Figure 1. Clock wires, drivers and flops (run 1).
The bar under the picture is 20 um long.
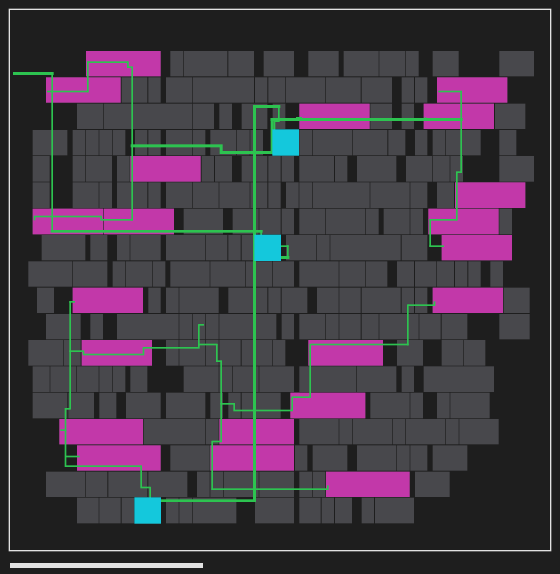
Figure 2. Signal wires on met3 (run 1).
The bar under the picture is 20 um long.
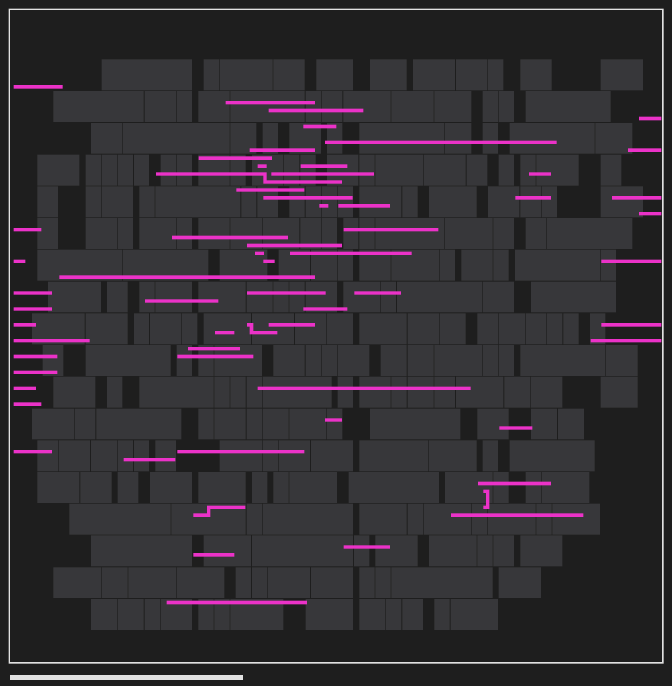
Figure 3. Track usage over the die (run 1).
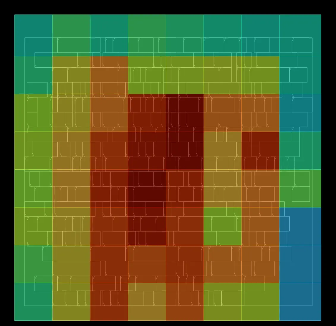
<file path="src/rtl/cpu_sm_pkg.sv">
// CPU_SM DMA bus master: shared state encoding, direction codes and helpers.
package cpu_sm_pkg;

    // One-hot so the downstream cpudffN product terms can tap single bits.
    typedef enum logic [6:0] {
        ST_IDLE = 7'b000_0001,
        ST_REQ  = 7'b000_0010,
        ST_ACK  = 7'b000_0100,
        ST_ADDR = 7'b000_1000,
        ST_WAIT = 7'b001_0000,
        ST_TERM = 7'b010_0000,
        ST_REL  = 7'b100_0000
    } cpu_state_e;

    localparam logic DIR_RD = 1'b0;  // memory -> FIFO
    localparam logic DIR_WR = 1'b1;  // FIFO -> memory

    localparam int BEAT_W = 4;

    // Normal cycle termination: synchronous STERM_ or a 32-bit DSACK pair.
    function automatic logic bus_term(input logic sterm_n,
                                      input logic dsack0_n,
                                      input logic dsack1_n);
        return !sterm_n || (!dsack0_n && !dsack1_n);
    endfunction

endpackage

</file>
<file path="src/rtl/cpu_sm_watchdog.sv">
// WAIT-state watchdog for the CPU_SM bus master. Counts cycles while enabled
// and flags the last allowed cycle; only built with CPU_SM_WATCHDOG_EN.
module cpu_sm_watchdog #(
    parameter int unsigned LIMIT = 255
) (
    input  logic BCLK,
    input  logic CCRESET,
    input  logic clr,
    input  logic en,
    output logic tc
);

    localparam int CNT_W = (LIMIT > 1) ? $clog2(LIMIT) : 1;

    logic [CNT_W-1:0] cnt_q;

    // Terminal count is the LIMIT-th consecutive enabled cycle.
    assign tc = en && (cnt_q == CNT_W'(LIMIT - 1));

    // Count enabled cycles; hold at terminal count, restart whenever cleared.
    always_ff @(posedge BCLK) begin
        if (CCRESET || clr) begin
            cnt_q <= '0;
        end else if (en && !tc) begin
            cnt_q <= cnt_q + 1'b1;
        end
    end

endmodule

</file>
<file path="src/rtl/cpu_dma_bus_master.sv">
// CPU_SM DMA bus master: next-state and output stage. Arbitrates for the
// 68030 bus and runs long-word DMA cycles between the SCSI FIFO and memory.
// Optional: define CPU_SM_WATCHDOG_EN to abort WAIT after WDOG_CYCLES clocks.
module cpu_dma_bus_master
    import cpu_sm_pkg::*;
#(
    parameter int unsigned BURST_LEN   = 4,
    parameter int unsigned WDOG_CYCLES = 255
) (
    input  logic BCLK,
    input  logic CCRESET,
    input  logic DMAENA,
    input  logic DMADIR,
    input  logic FIFOFULL,
    input  logic FIFOEMPTY,
    input  logic BG_,
    input  logic AS_I_,
    input  logic BGACK_I_,
    input  logic STERM_,
    input  logic DSACK0_,
    input  logic DSACK1_,
    input  logic BERR_,
    output logic BR_,
    output logic BGACK_,
    output logic AS_,
    output logic DS_,
    output logic R_W,
    output logic INCFIFO,
    output logic DECFIFO,
    output logic A_INC,
    output logic BUSY,
    output logic ERR
);

    cpu_state_e        state_q;
    logic [BEAT_W-1:0] beat_q;
    logic              ready;
    logic              term;
    logic              grant;
    logic              burst_done;
    logic              wdog_tc;

    assign ready      = DMAENA && ((DMADIR == DIR_WR) ? !FIFOEMPTY : !FIFOFULL);
    assign term       = bus_term(STERM_, DSACK0_, DSACK1_);
    assign grant      = !BG_ && AS_I_ && BGACK_I_;
    assign burst_done = (beat_q == BEAT_W'(BURST_LEN));

`ifdef CPU_SM_WATCHDOG_EN
    cpu_sm_watchdog #(
        .LIMIT (WDOG_CYCLES)
    ) u_wdog (
        .BCLK    (BCLK),
        .CCRESET (CCRESET),
        .clr     (state_q != ST_WAIT),
        .en      (state_q == ST_WAIT),
        .tc      (wdog_tc)
    );
`else
    // Without the watchdog WAIT holds until the bus terminates the cycle.
    logic unused_wdog;
    assign wdog_tc     = 1'b0;
    assign unused_wdog = (WDOG_CYCLES == 0);
`endif

    // State, beat counter and all bus outputs advance together each BCLK.
    always_ff @(posedge BCLK) begin
        if (CCRESET) begin
            state_q <= ST_IDLE;
            beat_q  <= '0;
            ERR     <= 1'b0;
            BR_     <= 1'b1;
            BGACK_  <= 1'b1;
            AS_     <= 1'b1;
            DS_     <= 1'b1;
            R_W     <= 1'b1;
            INCFIFO <= 1'b0;
            DECFIFO <= 1'b0;
            A_INC   <= 1'b0;
            BUSY    <= 1'b0;
        end else begin
            // NOTE: strobes default low here so every set below is a one-cycle pulse;
            // non-blocking assignments keep all flops sampling pre-edge values.
            INCFIFO <= 1'b0;
            DECFIFO <= 1'b0;
            A_INC   <= 1'b0;

            unique case (state_q)
                ST_IDLE: begin
                    if (!DMAENA) begin
                        ERR <= 1'b0;
                    end
                    if (ready && !ERR) begin
                        state_q <= ST_REQ;
                        BR_     <= 1'b0;
                        BUSY    <= 1'b1;
                    end
                end

                ST_REQ: begin
                    if (!DMAENA) begin
                        state_q <= ST_IDLE;
                        BR_     <= 1'b1;
                        BUSY    <= 1'b0;
                    end else if (grant) begin
                        state_q <= ST_ACK;
                        BR_     <= 1'b1;
                        BGACK_  <= 1'b0;
                    end
                end

                ST_ACK: begin
                    state_q <= ST_ADDR;
                    AS_     <= 1'b0;
                    R_W     <= (DMADIR == DIR_RD);
                    DS_     <= (DMADIR == DIR_WR);
                end

                ST_ADDR: begin
                    // Writes present data for a cycle before DS_ qualifies it.
                    state_q <= ST_WAIT;
                    DS_     <= 1'b0;
                end

                ST_WAIT: begin
                    if (!BERR_) begin
                        state_q <= ST_TERM;
                        ERR     <= 1'b1;
                        AS_     <= 1'b1;
                        DS_     <= 1'b1;
                        R_W     <= 1'b1;
                    end else if (term) begin
                        state_q <= ST_TERM;
                        AS_     <= 1'b1;
                        DS_     <= 1'b1;
                        R_W     <= 1'b1;
                        INCFIFO <= R_W;
                        DECFIFO <= !R_W;
                        A_INC   <= 1'b1;
                        if (!burst_done) begin
                            beat_q <= beat_q + 1'b1;
                        end
                    end else if (wdog_tc) begin
                        state_q <= ST_TERM;
                        ERR     <= 1'b1;
                        AS_     <= 1'b1;
                        DS_     <= 1'b1;
                        R_W     <= 1'b1;
                    end
                end

                ST_TERM: begin
                    if (ERR || burst_done || !ready) begin
                        state_q <= ST_REL;
                        BGACK_  <= 1'b1;
                        beat_q  <= '0;
                    end else begin
                        state_q <= ST_ADDR;
                        AS_     <= 1'b0;
                        R_W     <= (DMADIR == DIR_RD);
                        DS_     <= (DMADIR == DIR_WR);
                    end
                end

                ST_REL: begin
                    state_q <= ST_IDLE;
                    BUSY    <= 1'b0;
                end

                default: begin
                    state_q <= ST_IDLE;
                    beat_q  <= '0;
                    BR_     <= 1'b1;
                    BGACK_  <= 1'b1;
                    AS_     <= 1'b1;
                    DS_     <= 1'b1;
                    R_W     <= 1'b1;
                    BUSY    <= 1'b0;
                end
            endcase
        end
    end

endmodule

</file>
<file path="config.mk">
export PLATFORM = sky130hd
export DESIGN_NAME = cpu_dma_bus_master
export DESIGN_NICKNAME = d
export VERILOG_FILES = /design/src/rtl/cpu_sm_pkg.sv /design/src/rtl/cpu_sm_watchdog.sv /design/src/rtl/cpu_dma_bus_master.sv
export SDC_FILE = /design/constraint.sdc
export NUM_CORES = 1
export LEC_CHECK = 0
export ABC_AREA = 1
export CORE_MARGIN = 1.5
export CORE_UTILIZATION = 46
export CTS_CLUSTER_SIZE = 8
export DETAILED_ROUTE_END_ITERATION = 7
export PLACE_DENSITY = 0.81
export RECOVER_POWER = 25
export SLEW_MARGIN = 5
export SYNTH_ARGS = -nofsm -noshare
export SYNTH_HDL_FRONTEND = slang
export SYNTH_SLANG_ARGS = --single-unit
</file>
<file path="constraint.sdc">
create_clock -name BCLK -period 1.46 [get_ports BCLK]
set_clock_uncertainty 0.15 [all_clocks]
set_input_delay 0.292 -clock BCLK [delete_from_list [all_inputs] [get_ports BCLK]]
set_output_delay 0.292 -clock BCLK [all_outputs]
set_load 0.02 [all_outputs]
</file>
==> results_slide.txt, run 1 <==
Synthesis and Place & Route Summary

Setup path
  – Stages on worst setup path: 9
  – Crit. Startpoint: state_q[0]
  – Critical path class: reg -> reg
  – Critical path cell sequence: nor2_4, nand2_4, nor2_4, nand2_1, o21ai_2, nor2_4, nand2_1, nand2_1, nor2_1
  – Worst Path Required: 1570 ps
  – Reg-to-Reg Start: state_q[0]
  – Crit path arrival time: 1830 ps
  – Crit Reg-Reg Endpoint: beat_q[0]
  – Reg2reg path depth: 9
  – Worst-path fanout max: 5
  – Critical-path top delay cell: dfxtp_4
  – Buf/Inv on CP: 0
  – Worst path top cell family by delay: simple AND/OR/NAND/NOR gates

Finish
  – Largest cell class: combinational gates
  – Flop count: 21
  – Comb area share: 49.7%
  – #MultiIn Comb: 148
  – Cell area after layout: 2110 sq um
  – Sequential share of cell area: 20.9%
  – Max reg flops: 7
  – Final nets: 269
  – Register area: 442 sq um
  – Share of post-route cells with drive strength above 1: 51.8%
  – Fill count: 146
  – Inverters: 23
  – Nonclk buf count: 57
  – Post-Layout Cell Count: 283
  – Combinational gate area: 1050 sq um
  – ClkCell Share: 1.24%

STA
  – Hold_ws: 325 ps
  – Max_slew headroom: 78.5%
  – Cycle use final: 118%
  – Max Slew Vio Count: 0
  – Final WS setup: -262 ps
  – Final-report setup violation count: 16
  – Worst slew pin tran: 319 ps

Yosys
  – YS warnings: 0
  – Async S/R FF share, synth: 0%
  – Post-synth EDFFs: 0
  – Synth Cell Area: 1290 sq um
  – Ao+oa area frac: 6.13%
  – Yosys cell count: 194
  – Adder-cell share of the synthesized area: 1.95%
  – Synthesized flop and latch total: 21
  – Count leader, synth: nand2_1
  – Dominant cell type by area after synthesis: dfxtp_1
  – Top FF cell, synth: dfxtp_1
  – Synth mux share: 0%
  – Comb area leader: simple AND/OR/NAND/NOR gates
  – Syn nets: 209
  – Cell count after synthesis: 194
  – Synth top area share: 32.7%

Clock tree
  – Clock tree sinks: 21
  – Clock latency on the worst-skew pair: 340 ps
  – CTS root buffer: clkbuf_4
  – Clock tree buffer depth: 2
  – Post-CTS Hold Fix Bufs: 0

Place
  – Area after DPL: 1760 sq um
  – Port bufs: 22
  – Routability Congestion: 0.889
  – DP HPWL: 2540 um
  – Placed cells: 274

Power and ir drop
  – Worst VDD drop: 934 uV
  – Pwr Density: 1060 nW/um^2

Route
  – Wl on met1: 1880 um
  – DRT iter0 DRCs: 92
  – Post-Route WL: 4680 um
  – Vias/cell: 5.53
  – DRC: 0
  – Met2 Wirelength: 2330 um

Floorplan
  – Tap Count: 30
  – Core area: 2570 sq um
  – Starting Density: 50.1%
  – Rows: 18
  – Chip area: 3120 sq um

GRT
  – Largest net degree at the start of global routing: 12
  – Initial antenna violation count: 0
  – Grt met1 use: 30.5%
  – Vias in the first global route: 1,478

Min path
  – Hold wc startpoint: DS_
  – End of the worst hold path: DS_

Outcome
  – Status: finished, violations left
  – Failing checks: negative setup slack
About Figure 1:
[flip-flops] magenta | count: 21
[clock drivers] cyan | count: 3
[clock wires] green | length: 328 um
flops lie: widely spread
routed clock nets: 4

About Figure 2:
share of all routed wire: 7.1%
wire length on this layer: 333 um
main direction: horizontal
nets with wire on the layer: 49

About Figure 3:
GRT met3 Usage: 4.65%
GRT met2 Usage: 45.4%
global route hottest layer: met2
Wirelength per Cell: 16.5 um

==> run 1: report_power, final <==
part	internal, mW	switching [mW]
combinational	0.512	0.686
sequential	0.661	0.0668
clock	0.108	0.209
==> run 1: cells in the final DEF, fill, tap and decap left out, types with 4 or more instances in the layout <==
cell type / n
buf_4: 30
buf_6: 5
clkbuf_2: 5
clkdlybuf4s50_1: 8
dfxtp_1: 12
dfxtp_2: 5
dfxtp_4: 4
inv_1: 10
inv_2: 11
nand2_1: 35
nand2_2: 8
nand2_4: 13
nand3_1: 13
nand3_2: 7
nor2_1: 27
nor2_2: 7
nor2_4: 10
nor3_2: 4
o21ai_2: 4
==> run 1: what timing repair did <==
item / in CTS / in global routing
cloned: 0 / 0
resized: 63 / 54
endpoints found under the setup margin: 29 / 28
buffers inserted: 3 / 2
pin swaps: 14 / 14
--- run 2 (diff from run 1) ---
--- a/config.mk
+++ b/config.mk
@@ -7,10 +7,10 @@
 export LEC_CHECK = 0
 export ABC_AREA = 1
 export CORE_MARGIN = 1.5
-export CORE_UTILIZATION = 46
+export CORE_UTILIZATION = 30
 export CTS_CLUSTER_SIZE = 8
 export DETAILED_ROUTE_END_ITERATION = 7
-export PLACE_DENSITY = 0.81
+export PLACE_DENSITY = 0.59
 export RECOVER_POWER = 25
 export SLEW_MARGIN = 5
 export SYNTH_ARGS = -nofsm -noshare
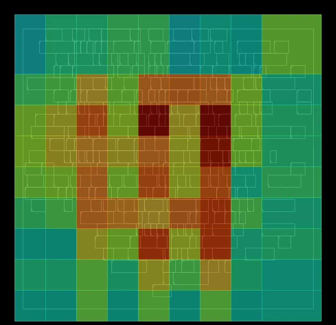
Figure 4: run 2, track usage over the die.
Total Routing Usage GR: 17.7%
GRT met2 Usage: 30.0%

==> results_slide.txt, run 2 <==
Synthesis and Place & Route Summary

Power and ir drop
  – Pwr Density: 1030 nW/um^2 (-3.2%)
  – Flop pwr share: 31.0% (-1.5 points)
  – Worst VDD drop: 575 uV (-38%)
  – Internal: 1.41 mW (+10%)
  – Psw: 0.928 mW (-3.5%)
  – Comb pwr share: 51.6% (-1.8 points)
  – Switching portion of total power: 39.7% (-3.2 points)
  – Clock power share: 17.4% (+3.3 points)

Setup path
  – Worst Path Required: 1520 ps (-50 ps)
  – Crit path arrival time: 1610 ps (-220 ps)
  – Worst-path fanout max: 4 (-1)
  – Stages on worst setup path: 10 (+1)
  – Buf/Inv on CP: 2 (+2)
  – Crit. Startpoint: state_q[5]
  – Worst path top cell family by delay: simple AND/OR/NAND/NOR gates
  – Reg-to-Reg Start: state_q[5]
  – Critical path cell sequence: buf_4, nor2_4, nand2_4, nor2_4, inv_2, nand2_2, nor2_4, nand2_2, nand2_1, nor2_2
  – Critical-path top delay cell: dfxtp_4
  – Reg2reg path depth: 10 (+1)

Floorplan
  – Starting Density: 31.7% (-18 points)
  – Tap Count: 50 (+67%)
  – Chip area: 4690 sq um (+50%)

STA
  – Cycle use final: 106% (-12 points)
  – Final WS setup: -84.8 ps (+177 ps)
  – Final-report setup violation count: 15 (-1)
  – Max_slew headroom: 77.7% (-0.82 points)
  – Worst slew pin tran: 331 ps (+12.1 ps)

Route
  – Wl on met1: 1760 um (-6.2%)
  – DRT iter0 DRCs: 47 (-49%)
  – Met2 Wirelength: 2010 um (-14%)
  – DRC: 0 (unchanged)

Finish
  – Fill count: 377 (+160%)
  – Combinational gate area: 1080 sq um (+2.6%)
  – Share of post-route cells with drive strength above 1: 53.8% (+2.1 points)
  – Largest cell class: combinational gates
  – Final nets: 276 (+2.6%)
  – Top cell excl fill/tap: buf_4
  – Register area: 438 sq um (-0.85%)
  – Post-Layout Cell Count: 310 (+9.5%)
  – #MultiIn Comb: 148 (unchanged)
  – Max reg flops: 7 (unchanged)
  – Inverters: 23 (unchanged)
  – Flop count: 21 (unchanged)
  – Sequential share of cell area: 19.3% (-1.7 points)
  – Nonclk buf count: 64 (+12%)
  – Most frequent cells in the layout: buf_4, nand2_1, nor2_1

Outcome
  – Status: finished, violations left
  – Failing checks: negative setup slack

Yosys
  – Synth top area share: 32.7% (unchanged)
  – Post-synth EDFFs: 0 (unchanged)
  – Syn nets: 209 (unchanged)
  – Synth Cell Area: 1290 sq um (unchanged)
  – Adder-cell share of the synthesized area: 1.95% (unchanged)
  – Ao+oa area frac: 6.13% (unchanged)
  – YS warnings: 0 (unchanged)
  – Cell count after synthesis: 194 (unchanged)
  – Top FF cell, synth: dfxtp_1
  – Synthesized flop and latch total: 21 (unchanged)
  – Synth mux share: 0% (unchanged)
  – Async S/R FF share, synth: 0% (unchanged)
  – Yosys cell count: 194 (unchanged)
  – Count leader, synth: nand2_1

Place
  – Routability Congestion: 0.831 (-6.5%)
  – DP HPWL: 2580 um (+1.6%)
  – Placed cells: 294 (+7.3%)

GRT
  – GRT met3 Usage: 4.11% (-0.54 points)
  – Vias in the first global route: 1,351 (-8.6%)
  – Grt met1 use: 21.9% (-8.6 points)
  – Global route hottest layer: met2

Clock tree
  – CTS root buffer: clkbuf_8
  – Clock tree buffer depth: 2 (unchanged)
  – Post-CTS Resized: 85 (+35%)
  – Clock tree sinks: 21 (unchanged)

Min path
  – End of the worst hold path: AS_
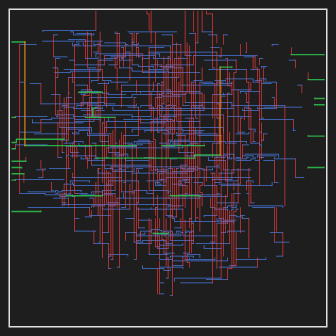
Figure 5: run 2, routed metal, one colour a layer.
| layer | colour | wire length |
|---|---|---|
| metal 2 | red | 2,010 um |
| metal 1 | blue | 1,760 um |
| metal 3 | green | 147 um |
| metal 4 | orange | 41.5 um |
via count: 1,457
Wirelength per Cell: 12.8 um
Post-Route WL: 3960 um

## run 2: cell counts after synthesis
No cell type changed its count.
## run 2: per-stage QoR
step | hold slack, ps | setup slack, ps | area [sq um]
after global placement | 290 | -451 | 1800
after CTS | 317 | -93.1 | 2140
final | 313 | -84.8 | 2270
after global routing | 361 | -182 | 2270
after floorplan | 315 | 7.08 | 1290
after detailed placement | 301 | -460 | 1800
## run 2: power by group through the flow
stage	Sequential (mW)	Clock, mW	Combinational [mW]
after CTS	0.725	0.408	1.09
after global routing	0.739	0.433	1.33
after global placement	0.723	0	0.897
final	0.726	0.406	1.21
after detailed placement	0.723	0	0.906
after floorplan	0.784	0	0.496
No activity file was given, so power comes from the tool's default toggle rates.
